===== src/rtl/ball_controller.sv =====
// ball_controller: ball motion, wall/paddle bounces, scoring and serve/play/point/over sequencing
module ball_controller #(
  parameter int STEP_DIV = 131072,
  parameter int BALL_H = 4,
  parameter int P1_X = 20,
  parameter int P2_X = 620,
  parameter int PAUSE_TICKS = 64,
  parameter int WIN_SCORE = 9
) (
  input  logic        clk,
  input  logic        rst,
  input  logic        serve,
  input  logic        bat_size,
  input  logic [10:0] p1_y,
  input  logic [10:0] p2_y,
  output logic [10:0] ball_x,
  output logic [10:0] ball_y,
  output logic [3:0]  score1,
  output logic [3:0]  score2,
  output logic [1:0]  state,
  output logic        hit,
  output logic        point,
  output logic        game_over
);
  typedef enum logic [1:0] {SERVE, PLAY, POINT, OVER} state_t;
  localparam int CW = STEP_DIV > 1 ? $clog2(STEP_DIV) : 1;
  localparam int PW = PAUSE_TICKS > 1 ? $clog2(PAUSE_TICKS) : 1;
  localparam logic [10:0] CX = 11'd320;
  localparam logic [10:0] CY = 11'd240;
  state_t st;
  logic [CW-1:0] cnt;
  logic [PW-1:0] pcnt;
  logic dx, dy, serve_q, press, run, tick, bot, top, ndy, win1, win2, bounce, miss, won;
  logic [10:0] ny;
  logic [11:0] h;
  logic [3:0] s1_inc, s2_inc;
  assign state = st;
  // Step tick, vertical pre-move and paddle window/contact decisions for the current tick
  always_comb begin
    press = serve_q & ~serve;
    run = st == PLAY || st == POINT;
    tick = run && cnt == CW'(STEP_DIV - 1);
    bot = dy && ({1'b0, ball_y} + 12'(BALL_H) >= 12'd479);
    top = !dy && ({1'b0, ball_y} <= 12'(BALL_H));
    ndy = bot ? 1'b0 : top ? 1'b1 : dy;
    ny = ndy ? ball_y + 11'd1 : ball_y - 11'd1;
    h = bat_size ? 12'd40 : 12'd50;
    win1 = ({1'b0, ny} + h + 12'(BALL_H) >= {1'b0, p1_y}) && ({1'b0, ny} <= {1'b0, p1_y} + h + 12'(BALL_H));
    win2 = ({1'b0, ny} + h + 12'(BALL_H) >= {1'b0, p2_y}) && ({1'b0, ny} <= {1'b0, p2_y} + h + 12'(BALL_H));
    bounce = dx ? (ball_x == 11'(P2_X - BALL_H) && win2) : (ball_x == 11'(P1_X + BALL_H) && win1);
    miss = dx ? ball_x == 11'(639 - BALL_H) : ball_x == 11'(BALL_H);
    s1_inc = score1 == 4'd15 ? score1 : score1 + 4'd1;
    s2_inc = score2 == 4'd15 ? score2 : score2 + 4'd1;
    won = score1 == 4'(WIN_SCORE) || score2 == 4'(WIN_SCORE);
  end
  // Game state machine: serve wait, ball motion, post-point pause and game over
  always_ff @(posedge clk or posedge rst) begin
    if (rst) begin
      st <= SERVE;
      ball_x <= CX;
      ball_y <= CY;
      dx <= 1'b1;
      dy <= 1'b1;
      score1 <= '0;
      score2 <= '0;
      hit <= 1'b0;
      point <= 1'b0;
      game_over <= 1'b0;
      cnt <= '0;
      pcnt <= '0;
      serve_q <= 1'b1;
    end else begin
      serve_q <= serve;
      hit <= 1'b0;
      point <= 1'b0;
      cnt <= run && !tick ? cnt + 1'b1 : '0;
      case (st)
        SERVE: begin
          ball_x <= CX;
          ball_y <= CY;
          if (press) st <= PLAY;
        end
        PLAY: if (tick) begin
          if (miss) begin
            if (dx) score1 <= s1_inc;
            else score2 <= s2_inc;
            point <= 1'b1;
            st <= POINT;
          end else begin
            ball_y <= ny;
            dy <= ndy;
            dx <= dx ^ bounce;
            hit <= bounce;
            ball_x <= (dx ^ bounce) ? ball_x + 11'd1 : ball_x - 11'd1;
          end
        end
        POINT: if (tick) begin
          if (pcnt == PW'(PAUSE_TICKS - 1)) begin
            pcnt <= '0;
            ball_x <= CX;
            ball_y <= CY;
            st <= won ? OVER : SERVE;
            game_over <= won;
          end else pcnt <= pcnt + 1'b1;
        end
        OVER: begin
          ball_x <= CX;
          ball_y <= CY;
          if (press) begin
            score1 <= '0;
            score2 <= '0;
            game_over <= 1'b0;
            st <= SERVE;
          end
        end
        default: st <= SERVE;
      endcase
    end
  end
endmodule

===== config.mk =====
export PLATFORM = sky130hd
export DESIGN_NAME = ball_controller
export DESIGN_NICKNAME = d
export VERILOG_FILES = /design/src/rtl/ball_controller.sv
export SDC_FILE = /design/constraint.sdc
export NUM_CORES = 1
export LEC_CHECK = 0
export CAP_MARGIN = 20
export CORE_ASPECT_RATIO = 1.25
export CORE_MARGIN = 5
export CORE_UTILIZATION = 35
export CTS_CLUSTER_DIAMETER = 60
export DETAILED_ROUTE_END_ITERATION = 8
export PLACE_DENSITY_LB_ADDON = 0.3
export SLEW_MARGIN = 10
export SYNTH_ARGS = -nofsm -noshare
export SYNTH_HDL_FRONTEND = slang
export SYNTH_SLANG_ARGS = --single-unit

===== constraint.sdc =====
create_clock -name clk -period 10.15 [get_ports clk]
set_input_delay 3.045 -clock clk [delete_from_list [all_inputs] [get_ports clk]]
set_output_delay 3.045 -clock clk [all_outputs]
set_load 0.01 [all_outputs]

==> run notes, run 1 <==
The synthesis and PnR run went through. Global routing usage on met3 landed at 2.57%. Number of distinct library cells after synthesis landed at 74. Number of buffers on the longest clock path landed at 2.

In the power breakdown, the internal column shows 0.603 mW. Number of antenna repair diodes landed at 0. Flip-flop and latch power landed at 0.292 mW.

Count of clock tree sinks landed at 61. The share of synthesized area in the top cell type comes to 23.8%. The detailed router used layers up to and including met4. Areal power density over the cells landed at 137 mW/mm^2. The worst setup path is launched from an input pin. Sum of routed wire length over all layers landed at 14000 um. Wire length of the first global-routing pass landed at 23200 um.

Total count of max-transition violations in the final report landed at 0. Critical path depth in cells landed at 28. Required time at the worst-slack endpoint landed at 10400 ps. For this run, the detailed router's first-pass iteration total came to 4. Total area of sequential cells landed at 0.00154 mm^2.

Subtracting the final worst setup slack from the clock period gives 8980 ps. The number of buffers and inverters on the critical path is 4. Per the CTS log, the root buffer master is sky130_fd_sc_hd__clkbuf_16. In the layout the commonest cells are sky130_fd_sc_hd__ha_1, sky130_fd_sc_hd__inv_1, sky130_fd_sc_hd__clkdlybuf4s50_1. The synthesis report lists the most area-consuming cells as sky130_fd_sc_hd__dfrtp_1, sky130_fd_sc_hd__ha_1, sky130_fd_sc_hd__xnor2_1.

Clock tree synthesis inserted a total of 9 buffers. Number of non-clock buffers landed at 62. The launch point of the worst min-delay path is recorded as pcnt[5].

Number of gates given a new drive strength after cts landed at 0. Global router's overall resource usage landed at 15.8%. Routed metal-1 wire length landed at 6390 um. Among all cell classes, the greatest summed area belongs to combinational gates. Setup repair after global routing left no endpoint under its margin. Met2 track utilization from global routing landed at 27.3%.

Residual antenna-violating net count after detailed routing landed at 0. Reported leakage power landed at 2.94 nW. Across all register-to-register paths, the minimum setup slack is 1680 ps.

DRC violation total after the first TritonRoute iteration landed at 162. Looking at the critical path, the highest net fanout was 10. Proportion of power drawn by flip-flops and latches landed at 32.1%. Setup skew after layout landed at 6.19 ps. Using the TritonRoute via totals, the vias-per-cell ratio works out to 5.22.

The run finished with clean final reports. Combinational cell area excluding buffers and inverters landed at 0.00365 mm^2. Highest clock rate landed at 111 MHz. At the end of the flow the core is filled with cells to 42.9%. According to the hold report, the worst path is of the reg2reg type.

Number of logic inverters in the finished layout landed at 61. Placer congestion estimate landed at 0.834. Combinational cells account for 31.3% of the total power. Between the synthesized netlist and the finished layout, the area growth was recorded as 21.1%. Number of nets in the layout landed at 798. Met3 wire length landed at 501 um. Number of buffers added for setup after CTS landed at 0. The switching component of the power was reported as 0.306 mW. The HPWL after detailed placement is 11000 um. Non-clock buffer contribution to total cell area landed at 9.29%.

The worst-case max-slew headroom was logged as 46.5%. The worst register-to-register path begins at ball_y[0]. Tracing the worst setup path back leads to its startpoint at bat_size. The H-tree generated during clock tree synthesis spans 3 levels. Power dissipated in the clock network landed at 0.333 mW. The most common cell in the synthesized netlist is sky130_fd_sc_hd__ha_1. Yosys-reported design area after synthesis landed at 0.00547 mm^2.

According to the cell report, the number of logic gates is 492. The share of the core area taken by cells at floorplan is 35.4%. The via count of the first global-routing pass is 4778.

The timing report shows the most common cell along the critical path to be sky130_fd_sc_hd__ha_1. Placeable core region landed at 0.0154 mm^2. The clock network burns 36.6% of the power.

According to the timing report, the arrival time at the worst endpoint equals 9230 ps. Number of hold buffers added after CTS landed at 0. Per report_power, the Combinational row totals 0.284 mW.

Multi-input gates account for 55.1% of the area. After clock tree synthesis, the clock-pin slew on the worst setup and hold paths is 50 ps. Fraction of area in clock buffers and inverters landed at 4.95%. Entering global routing, the biggest net connects 62 pins. Looking at the global route congestion table, the highest-usage layer is met2. For this run, the number of Yosys warnings is 0.

For reference, the critical path is captured by ball_x[10]. Broken down by cell family, the worst path's largest delay share belongs to AND-OR/OR-AND gates. Number of clock buffers in the layout landed at 13.

Detailed-route wire length per cell landed at 15.5 um. Of all cell types, the one taking the most synthesized area is sky130_fd_sc_hd__dfrtp_1. The slowest stage of the critical path is the sky130_fd_sc_hd__clkdlybuf4s50_1 cell. Looking at the setup timing report, the critical path kind is in2reg.

Max-capacitance violation count landed at 0. Total standard cell area after synthesis landed at 0.00547 mm^2. Count of mapped cells out of synthesis landed at 625.

Endpoints failing hold in the final report were tallied at 0. By count the netlist is led by sky130_fd_sc_hd__ha_1, sky130_fd_sc_hd__inv_1, sky130_fd_sc_hd__dfrtp_1. Final tally of setup violations landed at 0. Total length of routed met2 wires landed at 6890 um. Sequential cell area fraction in the yosys report landed at 28.1%. Setup total negative slack on the finished layout was measured at 0 ps. Met1 routing resource usage after global routing landed at 20.0%. Routed via count landed at 4716. In the finished design, the share of the clock period the worst path needs comes to 88.5%. Among logic cells in the layout, the one with the most instances is sky130_fd_sc_hd__ha_1. STA classifies the critical path endpoint as a flip-flop. Slew at the pin closest to its max-slew limit landed at 796 ps. TritonCTS built the clock tree. For hold timing, the worst endpoint is pcnt[5]. The synthesized design contains 0 enable-type register cells.

The stage logs contain a warning count of 31. For this run, asynchronously set or reset flops after synthesis account for 100%. Per the synth stats, the flop cell with the highest instance count is sky130_fd_sc_hd__dfrtp_1. Number of remaining DRC errors landed at 0. Yosys stat counts 625 cells in the synthesized netlist. Final non-filler cell area landed at 0.00662 mm^2. The analysis reports a worst IR drop on VDD of 0.0000906 V. Synthesized flop and latch total landed at 61. Switching power as a share of total power landed at 33.7%. Mean post-synth cell area landed at 8.75 um^2. Hold path depth landed at 1. According to the floorplan report, the total die area is 0.0182 mm^2.
run 1: flip-flops by register name, summed over array words and instances (netlist names), 2 cells and up:
register	flops
ball_x	11
ball_y	11
cnt	17
pcnt	6
score1	4
score2	4
state	2
run 1: per-stage QoR:
stage	hold slack [ps]	instances	worst slack [ps]	total power, mW
2_1_floorplan	445	625	2160	0.490
3_3_place_gp	472	888	1180	0.573
3_5_place_dp	477	888	895	0.583
4_1_cts	487	904	1220	0.920
5_1_grt	516	904	709	0.966
6_report	484	904	1170	0.909
run 1: logic make-up (layout without fill, tap and decap cells):
group	after synthesis	count (layout)	synth area share (%)
compound gates	151	151	19.1
xor+xnor	49	49	7.98
fa+ha+maj	85	85	19.7
buf+inv	72	139	5.19
flops	61	61	28.1
mux	4	4	0.755
simple gates	203	203	19.2
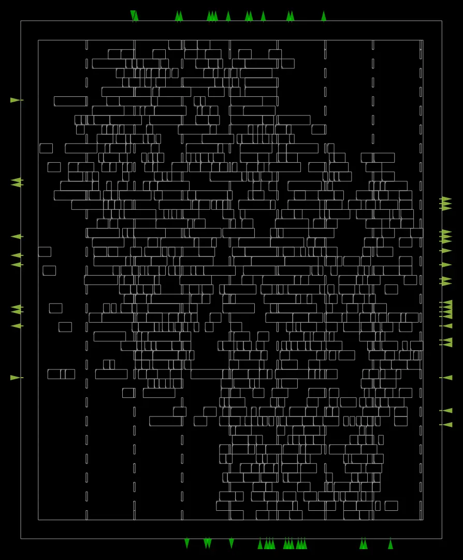
Figure 1: run 1, placed standard cells.
sequential share of cell area: 23.2%
Core Rows: 51
flip-flop and latch count: 61
final-layout fill cell count: 1503
Tap Cells: 212

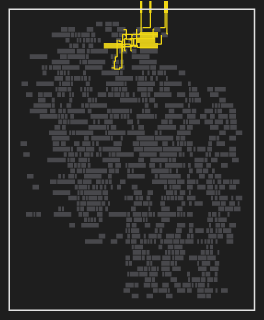
Figure 2: run 1, wires at chosen ports, followed through buffers.
Drawn at 2 px/um.
score1 -> yellow  # bits 4, direction output, end cells 4, wire 207 um
number of port buffers: 60
number of top-level design ports: 61

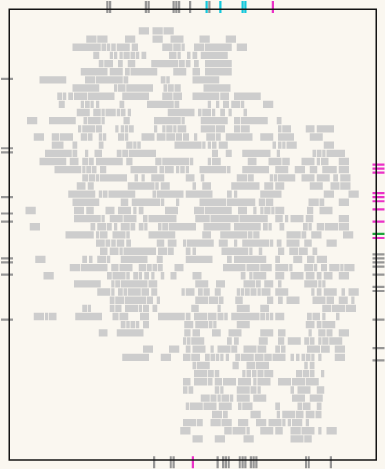
Figure 3: run 1, pin map.
Drawn at 3 px/um. Pins as bars across the die edge, other pins in grey.
score1 -> cyan  # pins 4, direction output, edge top
hit -> green  # pins 1, direction output, edge right
ball_y -> magenta  # pins 11, direction output, edge 9 right, 1 bottom, 1 top
all pins by edge = 20 right, 17 bottom, 14 top, 10 left
die extent in y: 150 um
overall die width: 122 um

==> run 1 -> run 2 <==
==> constraint.sdc (replaced) <==
create_clock -name clk -period 7.5 [get_ports clk]
set_input_delay 2.25 -clock clk [delete_from_list [all_inputs] [get_ports clk]]
set_output_delay 2.25 -clock clk [all_outputs]
set_load 0.01 [all_outputs]
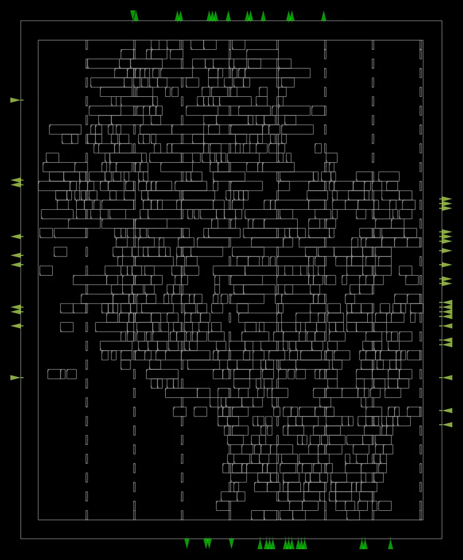
Figure 4: run 2, placed standard cells.
final standard cell count with taps included and fillers excluded: 949
sequential share of cell area: 21.9%
final-layout fill cell count: 1491

==> run notes, run 2 <==
The synthesis and PnR run went through. The commonest register cell is sky130_fd_sc_hd__dfrtp_1. For this block, the via count after detailed routing is 4862. Deepest level of the CTS H-tree landed at 3.

Number of nets in the layout landed at 843. After detailed routing, the wire length on met1 is 6570 um. The CTS log lists the clock sinks for this run as 61. In the final report, the number of endpoints failing setup comes to 0.

Register-to-register path setup slack landed at 370 ps. Per report_power, the Combinational row totals 0.393 mW. Overall chip area landed at 0.0182 mm^2. In this run the critical register-to-register path is launched from ball_y[6]. The clock network burns 35.7% of the power. The cell area that synthesis handed to floorplanning was 0.00547 mm^2.

The total area inside the core boundary comes to 0.0154 mm^2. Total clock buffers created by CTS landed at 9. Worst endpoint data arrival time landed at 7380 ps. The power report lists cell-internal power as 0.802 mW. DRC violation total after the first TritonRoute iteration landed at 186. The register with the most flip-flops in the final layout is cnt. By startpoint and endpoint, the worst setup path is classified as reg2reg.

Counting cells, the worst reg-to-reg path comes to 33. Met2 track utilization from global routing landed at 28.2%. Met3 wire length landed at 554 um.

The die is 150 um tall. Combined buffer and inverter count along the critical path landed at 3. Including well taps, the total number of placed cells is 928. Synthesis produced a netlist whose cell count is 625. The worst VDD IR drop from the latest analysis is 0.000140 V.

The pre-antenna-repair detailed-routing pass consisted of 4 iterations. The tree is rooted in a sky130_fd_sc_hd__clkbuf_16. Yosys-reported design area after synthesis landed at 0.00547 mm^2. There are 61 flip-flops and latches. The power report lists the clock group at 0.437 mW. Number of buffers added for setup after CTS landed at 4. Hold violation total from the final report landed at 0. Number of OpenROAD warnings landed at 31.

Across the whole layout, multi-input logic makes up 53.0% of the cell area. Die width landed at 122 um. Max-capacitance violation count landed at 0.

The final weighted congestion recorded by global placement is 0.896. The layout report lists the multi-input gate area as 0.00371 mm^2. Areal power density over the cells landed at 175 mW/mm^2. In the post-synthesis netlist, the biggest area contributors are sky130_fd_sc_hd__dfrtp_1, sky130_fd_sc_hd__ha_1, sky130_fd_sc_hd__xnor2_1. Final non-filler cell area landed at 0.00701 mm^2.

In the global route stage, overall resource usage came out at 16.2%. Final core utilization landed at 45.4%. Well-tap cell count landed at 212.

The script parses the final routing iteration and logs DRC violations as 0. Number of flip-flops under the largest register name landed at 17. Fraction of the core area occupied by cells at floorplan landed at 35.4%. Total length of routed met2 wires landed at 7100 um.

Number of logic inverters in the finished layout landed at 61. Yosys synthesis warning count landed at 0. STA classifies the critical path endpoint as a flip-flop. Measured on the final layout, buffering overhead outside the clock network stands at 13.6%.

Highest net fanout along the worst path landed at 8. The timing report shows that the slowest cell on the worst path is sky130_fd_sc_hd__a2111o_1. Share of the clock period used by the worst path after layout landed at 95.1%. Along the worst hold path, the cell count comes to 2. Portion of synthesized cell area occupied by the leading cell type landed at 23.8%.

The worst hold path begins at dy. The min-delay analysis places its worst path in the category reg2reg. The cell family contributing the most delay on the critical path is AND-OR/OR-AND gates.

The highest metal layer carrying signal wires in the routed design is met4. The via count of the first global-routing pass is 4881. STA classifies the critical path startpoint as a flip-flop. By instance count after routing, the leading logic cell type is sky130_fd_sc_hd__ha_1. Worst setup timing slack at the placement stage landed at -399 ps.

The script computed the net switching share of total power as 34.5%. Looking at area per cell type in the netlist, the leader is sky130_fd_sc_hd__dfrtp_1. Count of input and output buffers landed at 60. Number of clock buffers in the layout landed at 12.

Number of antenna repair diodes landed at 0. The commonest cells after synthesis are sky130_fd_sc_hd__ha_1, sky130_fd_sc_hd__inv_1, sky130_fd_sc_hd__dfrtp_1. Final critical path time including I/O delays and setup landed at 7130 ps. Global routing usage on met3 landed at 2.99%. Multi-input combinational cells in the finished layout were counted as 492. Total area of sequential cells landed at 0.00154 mm^2. Number of gates given a new drive strength after cts landed at 1.

Synthesized flop and latch total landed at 61. Wire length of the first global-routing pass landed at 23700 um. Share of total power in combinational logic landed at 32.1%. Fraction of registers with async set or reset after synthesis landed at 100%. The endpoint of the worst hold path is reported as dy.

On the worst setup and hold paths after CTS, the clock-pin slew comes to 50 ps. Highest clock rate landed at 140 MHz. Post-detailed-placement half-perimeter wirelength landed at 11400 um. Per the GRT log, the top usage layer is met2.

For this run the top cell type by instance count after synthesis was sky130_fd_sc_hd__ha_1. The leakage component of the power was reported as 3.18 nW. Setup skew after layout landed at 3.00 ps. Number of top-level design ports landed at 61. The run finished with clean final reports. The slew check shows that the tightest pin keeps a relative margin of 48.9%.

The capture point of the critical path was reported as ball_x[10]. The top cell types in the final layout, fill and taps aside, are sky130_fd_sc_hd__ha_1, sky130_fd_sc_hd__inv_1, sky130_fd_sc_hd__clkdlybuf4s50_1. Fraction of area in clock buffers and inverters landed at 4.41%. Final sum of negative setup slack landed at 0 ps. Tracing the worst setup path back leads to its startpoint at ball_y[6].

The registers reported with the highest flop counts are cnt (17), ball_x (11), ball_y (11). According to the floorplan log, the row count is 51. In this run, flip-flops and latches consume 32.3% of the power. The post-CTS hold buffer count recorded in the log is 0. Average via count per standard cell landed at 5.12. Final hold analysis gives a worst-case slack of 483 ps. Met1 routing resource usage after global routing landed at 20.5%. The netlist uses 74 different library cells. The final power report lists total power as 1.22 mW. The longest clock path from root to sink contains 2 buffers. Sum of routed wire length over all layers landed at 14500 um. Number of enable flip-flop cells landed at 0. Flip-flop and latch power landed at 0.395 mW.

Detailed-route wire length per cell landed at 15.3 um. For reference, the final report shows the max-slew violation count at 0. For this design the total switching power over the nets is 0.422 mW.
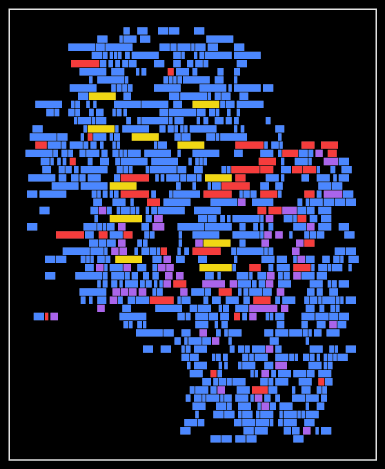
Figure 5: run 2, sizing map.
Drawn at 3 px/um.
_0 and _1 cells -> blue  # cells 627, share 85%
_6 and larger -> yellow  # cells 11, share 1.5%
_2 cells -> red  # cells 43, share 5.8%
_3 and _4 cells -> purple  # cells 56, share 7.6%
non-clock buffer instance count of the final layout: 107
crit path setup slack, layout: 366 ps
Layout area overhead: 28.2%

-- run 2: cell counts after synthesis --
No cell type changed its count.
-- run 2: cells by family (layout without fill, tap and decap cells) --
family | after synthesis | after routing | share of synthesized area (%)
multiplexers | 4 | 4 | 0.755
flip-flops | 61 | 61 | 28.1
adder cells (fa/ha/maj) | 85 | 85 | 19.7
XOR/XNOR | 49 | 49 | 7.98
AND-OR/OR-AND | 151 | 151 | 19.1
buffers and inverters | 72 | 184 | 5.19
AND/OR/NAND/NOR | 203 | 203 | 19.2
-- run 2: worst min-delay path, stage by stage (launching register included) --
cell and delay, ps:
sky130_fd_sc_hd__dfstp_2 370, sky130_fd_sc_hd__nand2_1 40, sky130_fd_sc_hd__o21ai_0 70
==> run 2 -> run 3 <==
--- a/config.mk
+++ b/config.mk
@@ -5,7 +5,7 @@
 export SDC_FILE = /design/constraint.sdc
 export NUM_CORES = 1
 export LEC_CHECK = 0
-export CAP_MARGIN = 20
+export CAP_MARGIN = 10
 export CORE_ASPECT_RATIO = 1.25
 export CORE_MARGIN = 5
 export CORE_UTILIZATION = 35
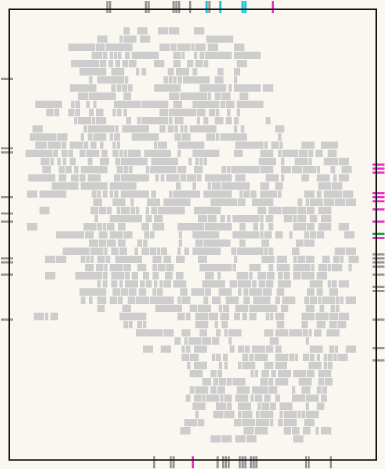
Figure 6: run 3, pin map.
Drawn at 3 px/um. Pins as bars across the die edge, other pins in grey.
ball_y -> magenta  # pins 11, direction output, edge 9 right, 1 bottom, 1 top
hit -> green  # pins 1, direction output, edge right
score1 -> cyan  # pins 4, direction output, edge top

==> run notes, run 3 <==
The synthesis and PnR run went through. During placement, the flow inserted port buffers numbering 60. Non-clock buffer contribution to total cell area landed at 13.6%. Tightest slew margin relative to the limit landed at 48.9%. The stat command in Yosys gives a chip area of 0.00547 mm^2. The biggest area contributor in the post-synthesis netlist is sky130_fd_sc_hd__dfrtp_1. Highest net fanout along the worst path landed at 8. Highest clock rate landed at 140 MHz. Fraction of registers with async set or reset after synthesis landed at 100%.

Count of mapped cells out of synthesis landed at 625. Setup skew after layout landed at 3.00 ps. The synthesized netlist occupies a cell area of 0.00547 mm^2. The worst setup path is captured at a flip-flop. Looking at the power breakdown, the clock network takes 35.7% of the total. Per the TritonCTS log, the buffer count is 9.

Summing the sequential cell areas from Yosys gives 28.1% of the chip area. Final tally of setup violations landed at 0. Overall chip area landed at 0.0182 mm^2.

Per the breakdown, switching nets consume 34.5% of all power. Total count of max-transition violations in the final report landed at 0. Ranked by total area, the top cell class in this layout is combinational gates. Grouping stages by cell kind, the critical path spends the most delay in AND-OR/OR-AND gates. The layout has 12 clock buffers. sky130_fd_sc_hd__ha_1 is the most common cell in the netlist. The cell-mix breakdown from Yosys lists the XOR/XNOR area share as 7.98%. TritonCTS built the clock tree. Reported leakage power landed at 3.18 nW. Summed over all combinational cells, the power is 0.393 mW.

The flow ran to the end, and the final reports show no timing, DRC or antenna violations. Entering global routing, the biggest net connects 62 pins. Per the synth stats, the flop cell with the highest instance count is sky130_fd_sc_hd__dfrtp_1. Number of buffers added for setup after CTS landed at 4. Number of enable flip-flop cells landed at 0. Complex-gate fraction of the synthesized area landed at 19.1%.

CTS placed an instance of sky130_fd_sc_hd__clkbuf_16 at the clock tree root. The clock tree has to reach 61 sinks. Flip-flop and latch power landed at 0.395 mW. The plain and repair buffers instantiated in the layout total 107. Of the total power, combinational logic draws 32.1%. Summing all non-filler instances in the final layout gives an area of 0.00701 mm^2. Portion of synthesized cell area occupied by the leading cell type landed at 23.8%. Worst endpoint data arrival time landed at 7380 ps. Detailed-route wire length per cell landed at 15.3 um. Final critical path time including I/O delays and setup landed at 7130 ps. Number of standard cells in the final layout excluding fillers landed at 949. The critical path contains buffers and inverters numbering 3 combined. Simple-gate portion of the synthesized area landed at 19.2%.

Yosys stat cell total landed at 625. At the end of routability-driven placement, the weighted congestion stood at 0.896. Per the summary, power density relative to cell area is 175 mW/mm^2. The warning tally printed by Yosys for this design is 0. The routed design shows a via density per instance of 5.12. The run reported a max-capacitance violation count of 0. Registers represent a cell area share of 21.9%.

The worst setup path is launched from a flip-flop. The required time at the worst endpoint is listed as 7750 ps. After synthesis, the mean cell area works out to 8.75 um^2. Setup slack of the critical path after layout landed at 366 ps. Share of the clock period used by the worst path after layout landed at 95.1%. Deepest level of the CTS H-tree landed at 3. Clock-pin slew on the worst setup and hold paths landed at 50 ps. STA reports the tightest min-delay check as being of type reg2reg. Residual antenna-violating net count after detailed routing landed at 0. 61 I/O pins were placed. Fraction of area in clock buffers and inverters landed at 4.41%. Leaving out buffers and inverters, the combinational logic in the layout accounts for 0.00371 mm^2. Looking at the global route congestion table, the highest-usage layer is met2. Of the combinational cells, the family taking the most area is adder cells.
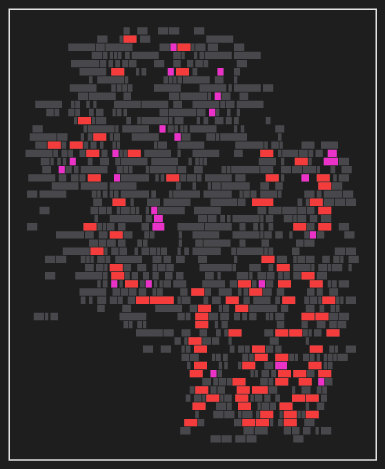
Figure 7: run 3, selected gate families.
Drawn at 3 px/um.
adder and majority cells -> red  # cells 85, most used ha_1
AND and OR gates -> magenta  # cells 24, most used and3_1
share of cell area taken by multi-input logic gates: 53.0%
most common cell after layout, fill and taps aside: sky130_fd_sc_hd__ha_1

-- run 3: cell counts in the layout (fill, tap and decap cells not counted) --
No cell type changed its count.
-- run 3: path summary, 6_finish.rpt --
path / startpoint / to / slack [ps] / cells after the start
setup / recovery: ball_y[6] / ball_x[10] / 370 / 33
hold reg to reg: dy / dy / 480 / 2
hold / removal: dy / dy / 480 / 2
max in group asynchronous: rst / ball_y[1] / 4530 / 3
min in group asynchronous: rst / ball_x[2] / 2440 / 3
setup reg to reg: ball_y[6] / ball_x[10] / 370 / 33
-- run 3: kinds of logic after synthesis --
| group | after synthesis |
|---|---|
| compound gates | 151 |
| xor+xnor | 49 |
| fa+ha+maj | 85 |
| buf+inv | 72 |
| flops | 61 |
| mux | 4 |
| simple gates | 203 |
Power is estimated from default activity; no workload was simulated.
